## src/rtl/alu_uart_pkg.sv

```systemverilog
// alu_uart_pkg: shared byte width, sequencer state encoding and
// status-byte bit layout for the UART <-> ALU sequencer.
package alu_uart_pkg;

   localparam int NB_DBIT_DFLT = 8;

   localparam logic [2:0] ST_GET_A   = 3'd0;
   localparam logic [2:0] ST_GET_B   = 3'd1;
   localparam logic [2:0] ST_GET_OP  = 3'd2;
   localparam logic [2:0] ST_EXEC    = 3'd3;
   localparam logic [2:0] ST_SEND    = 3'd4;
   localparam logic [2:0] ST_WAIT_TX = 3'd5;
   localparam logic [2:0] ST_SEND_ST = 3'd6;
   localparam logic [2:0] ST_WAIT_ST = 3'd7;

   // Status flag offsets, counted down from the byte MSB.
   localparam int STB_ZERO = 0;
   localparam int STB_SIGN = 1;
   localparam int STB_TMO  = 2;
   localparam int STB_DROP = 3;

endpackage

```

## src/rtl/alu_seq_timeout.sv

```systemverilog
// alu_seq_timeout: inter-byte watchdog counter with clear/enable;
// o_expire is high while enabled and the count sits on its last value.
module alu_seq_timeout #(
   parameter int TIMEOUT_CYC = 100000
) (
   input  logic i_clk,
   input  logic i_rst,
   input  logic i_clr,
   input  logic i_en,
   output logic o_expire
);

   localparam int CW = (TIMEOUT_CYC > 1) ? $clog2(TIMEOUT_CYC) : 1;
   localparam logic [CW-1:0] LAST = CW'(TIMEOUT_CYC - 1);

   logic [CW-1:0] cnt;

   assign o_expire = i_en && (cnt == LAST);

   // Count idle cycles between bytes; clear has priority.
   always_ff @(posedge i_clk or negedge i_rst) begin
      if (!i_rst) begin
         cnt <= '0;
      end else if (i_clr) begin
         cnt <= '0;
      end else if (i_en) begin
         cnt <= cnt + 1'b1;
      end
   end

endmodule

```

## src/rtl/alu_seq_ctrl.sv

```systemverilog
// alu_seq_ctrl: collects A/B/opcode bytes, strobes the ALU and sends
// the result. ALU_SEQ_STATUS_EN adds a trailing status byte.
module alu_seq_ctrl
   import alu_uart_pkg::*;
#(
   parameter int NB_DBIT     = NB_DBIT_DFLT,
   parameter int TIMEOUT_CYC = 100000
) (
   input  logic               i_clk,
   input  logic               i_rst,
   input  logic [NB_DBIT-1:0] i_rx_data,
   input  logic               i_rx_done,
   input  logic [NB_DBIT-1:0] i_alu_result,
   input  logic               i_tx_done,
   output logic [NB_DBIT-1:0] o_a,
   output logic [NB_DBIT-1:0] o_b,
   output logic [NB_DBIT-1:0] o_op,
   output logic               o_alu_valid,
   output logic [NB_DBIT-1:0] o_tx_data,
   output logic               o_tx_start,
   output logic               o_busy,
   output logic               o_timeout,
   output logic               o_drop
);

   logic [2:0] state;
   logic [2:0] state_nx;
   logic       rx_state;
   logic       rx_drop;
   logic       tmo_en;
   logic       tmo_clr;
   logic       tmo_exp;
   logic       tmo_hit;
   logic       st_launch;

   assign rx_state = (state == ST_GET_A) || (state == ST_GET_B) ||
                     (state == ST_GET_OP);
   assign rx_drop  = i_rx_done && !rx_state;
   assign tmo_en   = (state == ST_GET_B) || (state == ST_GET_OP);
   assign tmo_clr  = !tmo_en || i_rx_done || tmo_exp;
   // A byte arriving on the expiry cycle wins over the timeout.
   assign tmo_hit  = tmo_exp && !i_rx_done;

   alu_seq_timeout #(
      .TIMEOUT_CYC(TIMEOUT_CYC)
   ) u_tmo (
      .i_clk   (i_clk),
      .i_rst   (i_rst),
      .i_clr   (tmo_clr),
      .i_en    (tmo_en),
      .o_expire(tmo_exp)
   );

   // Next-state selection for the frame sequencer.
   always_comb begin
      state_nx = state;
      unique case (state)
         ST_GET_A:   if (i_rx_done) state_nx = ST_GET_B;
         ST_GET_B:   if (i_rx_done) state_nx = ST_GET_OP;
                     else if (tmo_exp) state_nx = ST_GET_A;
         ST_GET_OP:  if (i_rx_done) state_nx = ST_EXEC;
                     else if (tmo_exp) state_nx = ST_GET_A;
         ST_EXEC:    state_nx = ST_SEND;
         ST_SEND:    state_nx = ST_WAIT_TX;
`ifdef ALU_SEQ_STATUS_EN
         ST_WAIT_TX: if (i_tx_done) state_nx = ST_SEND_ST;
         ST_SEND_ST: state_nx = ST_WAIT_ST;
         ST_WAIT_ST: if (i_tx_done) state_nx = ST_GET_A;
`else
         ST_WAIT_TX: if (i_tx_done) state_nx = ST_GET_A;
`endif
         default:    state_nx = ST_GET_A;
      endcase
   end

`ifdef ALU_SEQ_STATUS_EN
   logic               stk_tmo;
   logic               stk_drop;
   logic [NB_DBIT-1:0] status;

   assign st_launch = (state == ST_WAIT_TX) && i_tx_done;

   // Status byte built from the result byte still held in o_tx_data.
   always_comb begin
      status = '0;
      status[NB_DBIT-1-STB_ZERO] = (o_tx_data == '0);
      status[NB_DBIT-1-STB_SIGN] = o_tx_data[NB_DBIT-1];
      status[NB_DBIT-1-STB_TMO]  = stk_tmo;
      status[NB_DBIT-1-STB_DROP] = stk_drop;
   end

   // Sticky event flags, cleared once the status byte is out.
   always_ff @(posedge i_clk or negedge i_rst) begin
      if (!i_rst) begin
         stk_tmo  <= 1'b0;
         stk_drop <= 1'b0;
      end else begin
         if ((state == ST_WAIT_ST) && i_tx_done) begin
            stk_tmo  <= 1'b0;
            stk_drop <= 1'b0;
         end
         if (tmo_hit) stk_tmo <= 1'b1;
         if (rx_drop) stk_drop <= 1'b1;
      end
   end
`else
   assign st_launch = 1'b0;
`endif

   // State and registered outputs.
   always_ff @(posedge i_clk or negedge i_rst) begin
      if (!i_rst) begin
         state       <= ST_GET_A;
         o_a         <= '0;
         o_b         <= '0;
         o_op        <= '0;
         o_alu_valid <= 1'b0;
         o_tx_data   <= '0;
         o_tx_start  <= 1'b0;
         o_busy      <= 1'b0;
         o_timeout   <= 1'b0;
         o_drop      <= 1'b0;
      end else begin
         state       <= state_nx;
         o_busy      <= (state_nx != ST_GET_A);
         o_alu_valid <= (state == ST_GET_OP) && i_rx_done;
         o_tx_start  <= (state == ST_EXEC) || st_launch;
         o_timeout   <= tmo_hit;
         o_drop      <= rx_drop;
         if ((state == ST_GET_A) && i_rx_done) o_a <= i_rx_data;
         if ((state == ST_GET_B) && i_rx_done) o_b <= i_rx_data;
         if ((state == ST_GET_OP) && i_rx_done) o_op <= i_rx_data;
         if (state == ST_EXEC) o_tx_data <= i_alu_result;
`ifdef ALU_SEQ_STATUS_EN
         if (st_launch) o_tx_data <= status;
`endif
      end
   end

endmodule

```

## config.mk

```make
export PLATFORM = sky130hd
export DESIGN_NAME = alu_seq_ctrl
export DESIGN_NICKNAME = d
export VERILOG_FILES = /design/src/rtl/alu_uart_pkg.sv /design/src/rtl/alu_seq_timeout.sv /design/src/rtl/alu_seq_ctrl.sv
export SDC_FILE = /design/constraint.sdc
export NUM_CORES = 1
export LEC_CHECK = 0
export ABC_AREA = 1
export CAP_MARGIN = 15
export CORE_ASPECT_RATIO = 0.5
export CORE_MARGIN = 2
export CORE_UTILIZATION = 45
export CTS_CLUSTER_DIAMETER = 30
export DETAILED_ROUTE_END_ITERATION = 10
export GPL_TIMING_DRIVEN = 1
export PLACE_DENSITY = 0.72
export SETUP_SLACK_MARGIN = 0.15
export SLEW_MARGIN = 20
export SYNTH_ARGS = -nofsm -noshare
export SYNTH_HDL_FRONTEND = slang
export SYNTH_HIERARCHICAL = 1
export SYNTH_SLANG_ARGS = --single-unit
```

## constraint.sdc

```tcl
create_clock -name i_clk -period 2.4 [get_ports i_clk]
set_clock_uncertainty 0.2 [all_clocks]
set_input_delay 0.24 -clock i_clk [delete_from_list [all_inputs] [get_ports i_clk]]
set_output_delay 0.24 -clock i_clk [all_outputs]
set_load 0.01 [all_outputs]
```

==> summary.txt <==
impl run done, here's what came out: outcome completed, critical path launch point type flop, Worst EP required 2.43 ns, clk slew on worst S/H paths 0.07 ns, CP Launch Point u_tmo/cnt[12], Cell Area, Synth 2520 um^2, setup repair after global routing missed its margin yes, largest net degree at the start of global routing 35, Comb. pwr 1.59 mW, logic area 1020 um^2, WL met2 2.83 mm, clk latency late pin 0.33 ns, die width 110 um, min-delay worst type in2async, Design Area, Final 3540 um^2, async set or reset register ratio after synthesis 1.00, root buffer cell clkbuf_8, syn nets 314, f_max 475 MHz, Yosys cell types 27, largest class registers, Sink Count 57, Flops after synth 57, routed len/inst 13.0 um, aoi share 0.0932, FP Rows 19, CTS tree yes, CP peak stage delay 0.43 ns, Highest Signal Layer met4, final worst path period share 0.877, slew margin rel. 0.614, GPL Wtd Cong 0.809, area share of the leading cell type in the synthesized netlist 0.565, RR Endpoint u_tmo/cnt[14]
worst max-delay path, delay by kind of cell, from the launching register on:
family                 cells  cell delay, ns
AND/OR/NAND/NOR           11            1.26
flip-flops                 1            0.43
buffers and inverters      1            0.11
repair_timing:
item / 4_1_cts / 5_1_grt
pin swaps: 5 / 6
setup buffers: 5 / 3
hold buffers: 1 / 0
gates cloned: 0 / 1
gates resized: 5 / 13
setup endpoints to repair: 8 / 16
hold endpoints to repair: 23 / 0
cells in the final DEF, fill, tap and decap left out:
master,n
a21oi_1,9
buf_12,1
buf_2,1
buf_4,11
bufinv_16,1
clkbuf_8,10
clkdlybuf4s50_1,55
clkinv_1,1
clkinv_2,2
clkinvlp_4,5
dfrtp_1,54
dfrtp_2,3
dlygate4sd3_1,1
ha_4,1
inv_1,26
inv_2,2
inv_6,1
nand2_1,87
nand2_2,5
nand2_4,1
nand3_1,12
nand3_2,4
nand3_4,1
nand4_1,2
nand4_4,1
nor2_1,31
nor2_2,4
nor2_4,3
nor3_1,4
nor3_2,1
nor4_4,1
o21ai_0,21
o21ai_1,3
o21ai_2,8
xnor2_1,1
registers in the layout (all words and copies together) (netlist names):
| signal | count |
|---|---|
| state | 3 |
| o_b | 8 |
| o_alu_valid | 1 |
| o_drop | 1 |
| o_tx_start | 1 |
| o_tx_data | 8 |
| o_op | 8 |
| u_tmo/cnt | 17 |
| o_busy | 1 |
| o_a | 8 |
| o_timeout | 1 |
metal layers:
layer  vias up  GRT usage
li1       1081          -
met1      1053      0.272
met2        55      0.324
met3         8     0.0777
met4         0     0.0814
met5         -          0
per-stage QoR:
stage	setup WS (ns)	total power [mW]
2_1_floorplan	0.243	2.22
3_3_place_gp	0.242	2.94
3_5_place_dp	0.0453	2.97
4_1_cts	0.154	3.95
5_1_grt	0.124	4.23
6_report	0.295	3.95
Fig. 1: PDN straps and rails
Pins as bars on the die edge. Tap cells in grey.
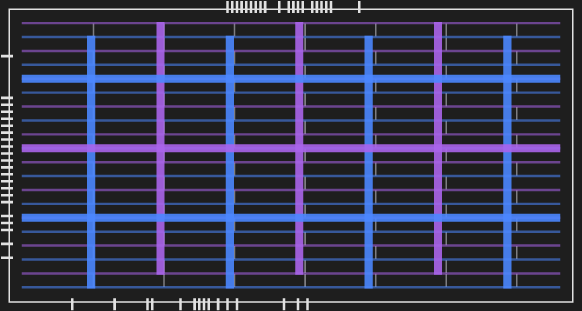
Purple shows VDD. Blue shows VSS.
7 straps on met4. 3 straps on met5. The core has 19 rows.

Fig. 2: clock wires, drivers and flops
Scale bar: 20 um.
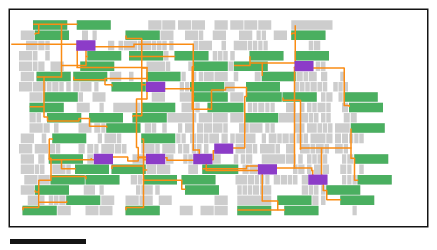
Green shows flip-flops, count 57. Orange shows clock wires, length 742 um. Purple shows clock-net drivers, count 9.
Position of the flops: all over the die.

Fig. 3: gate families picked out
Scale bar: 20 um.
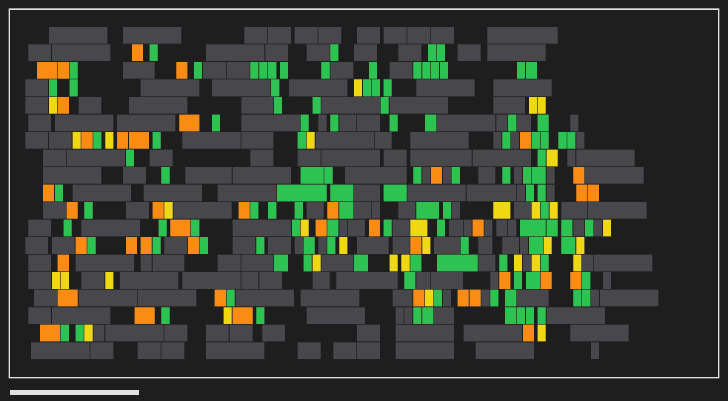
Yellow shows inv cells, cells 32, most used inv_1. Orange shows aoi and oai cells, cells 41, most used o21ai_0. Green shows nand cells, cells 113, most used nand2_1.

No activity file was given, so power comes from the tool's default toggle rates.
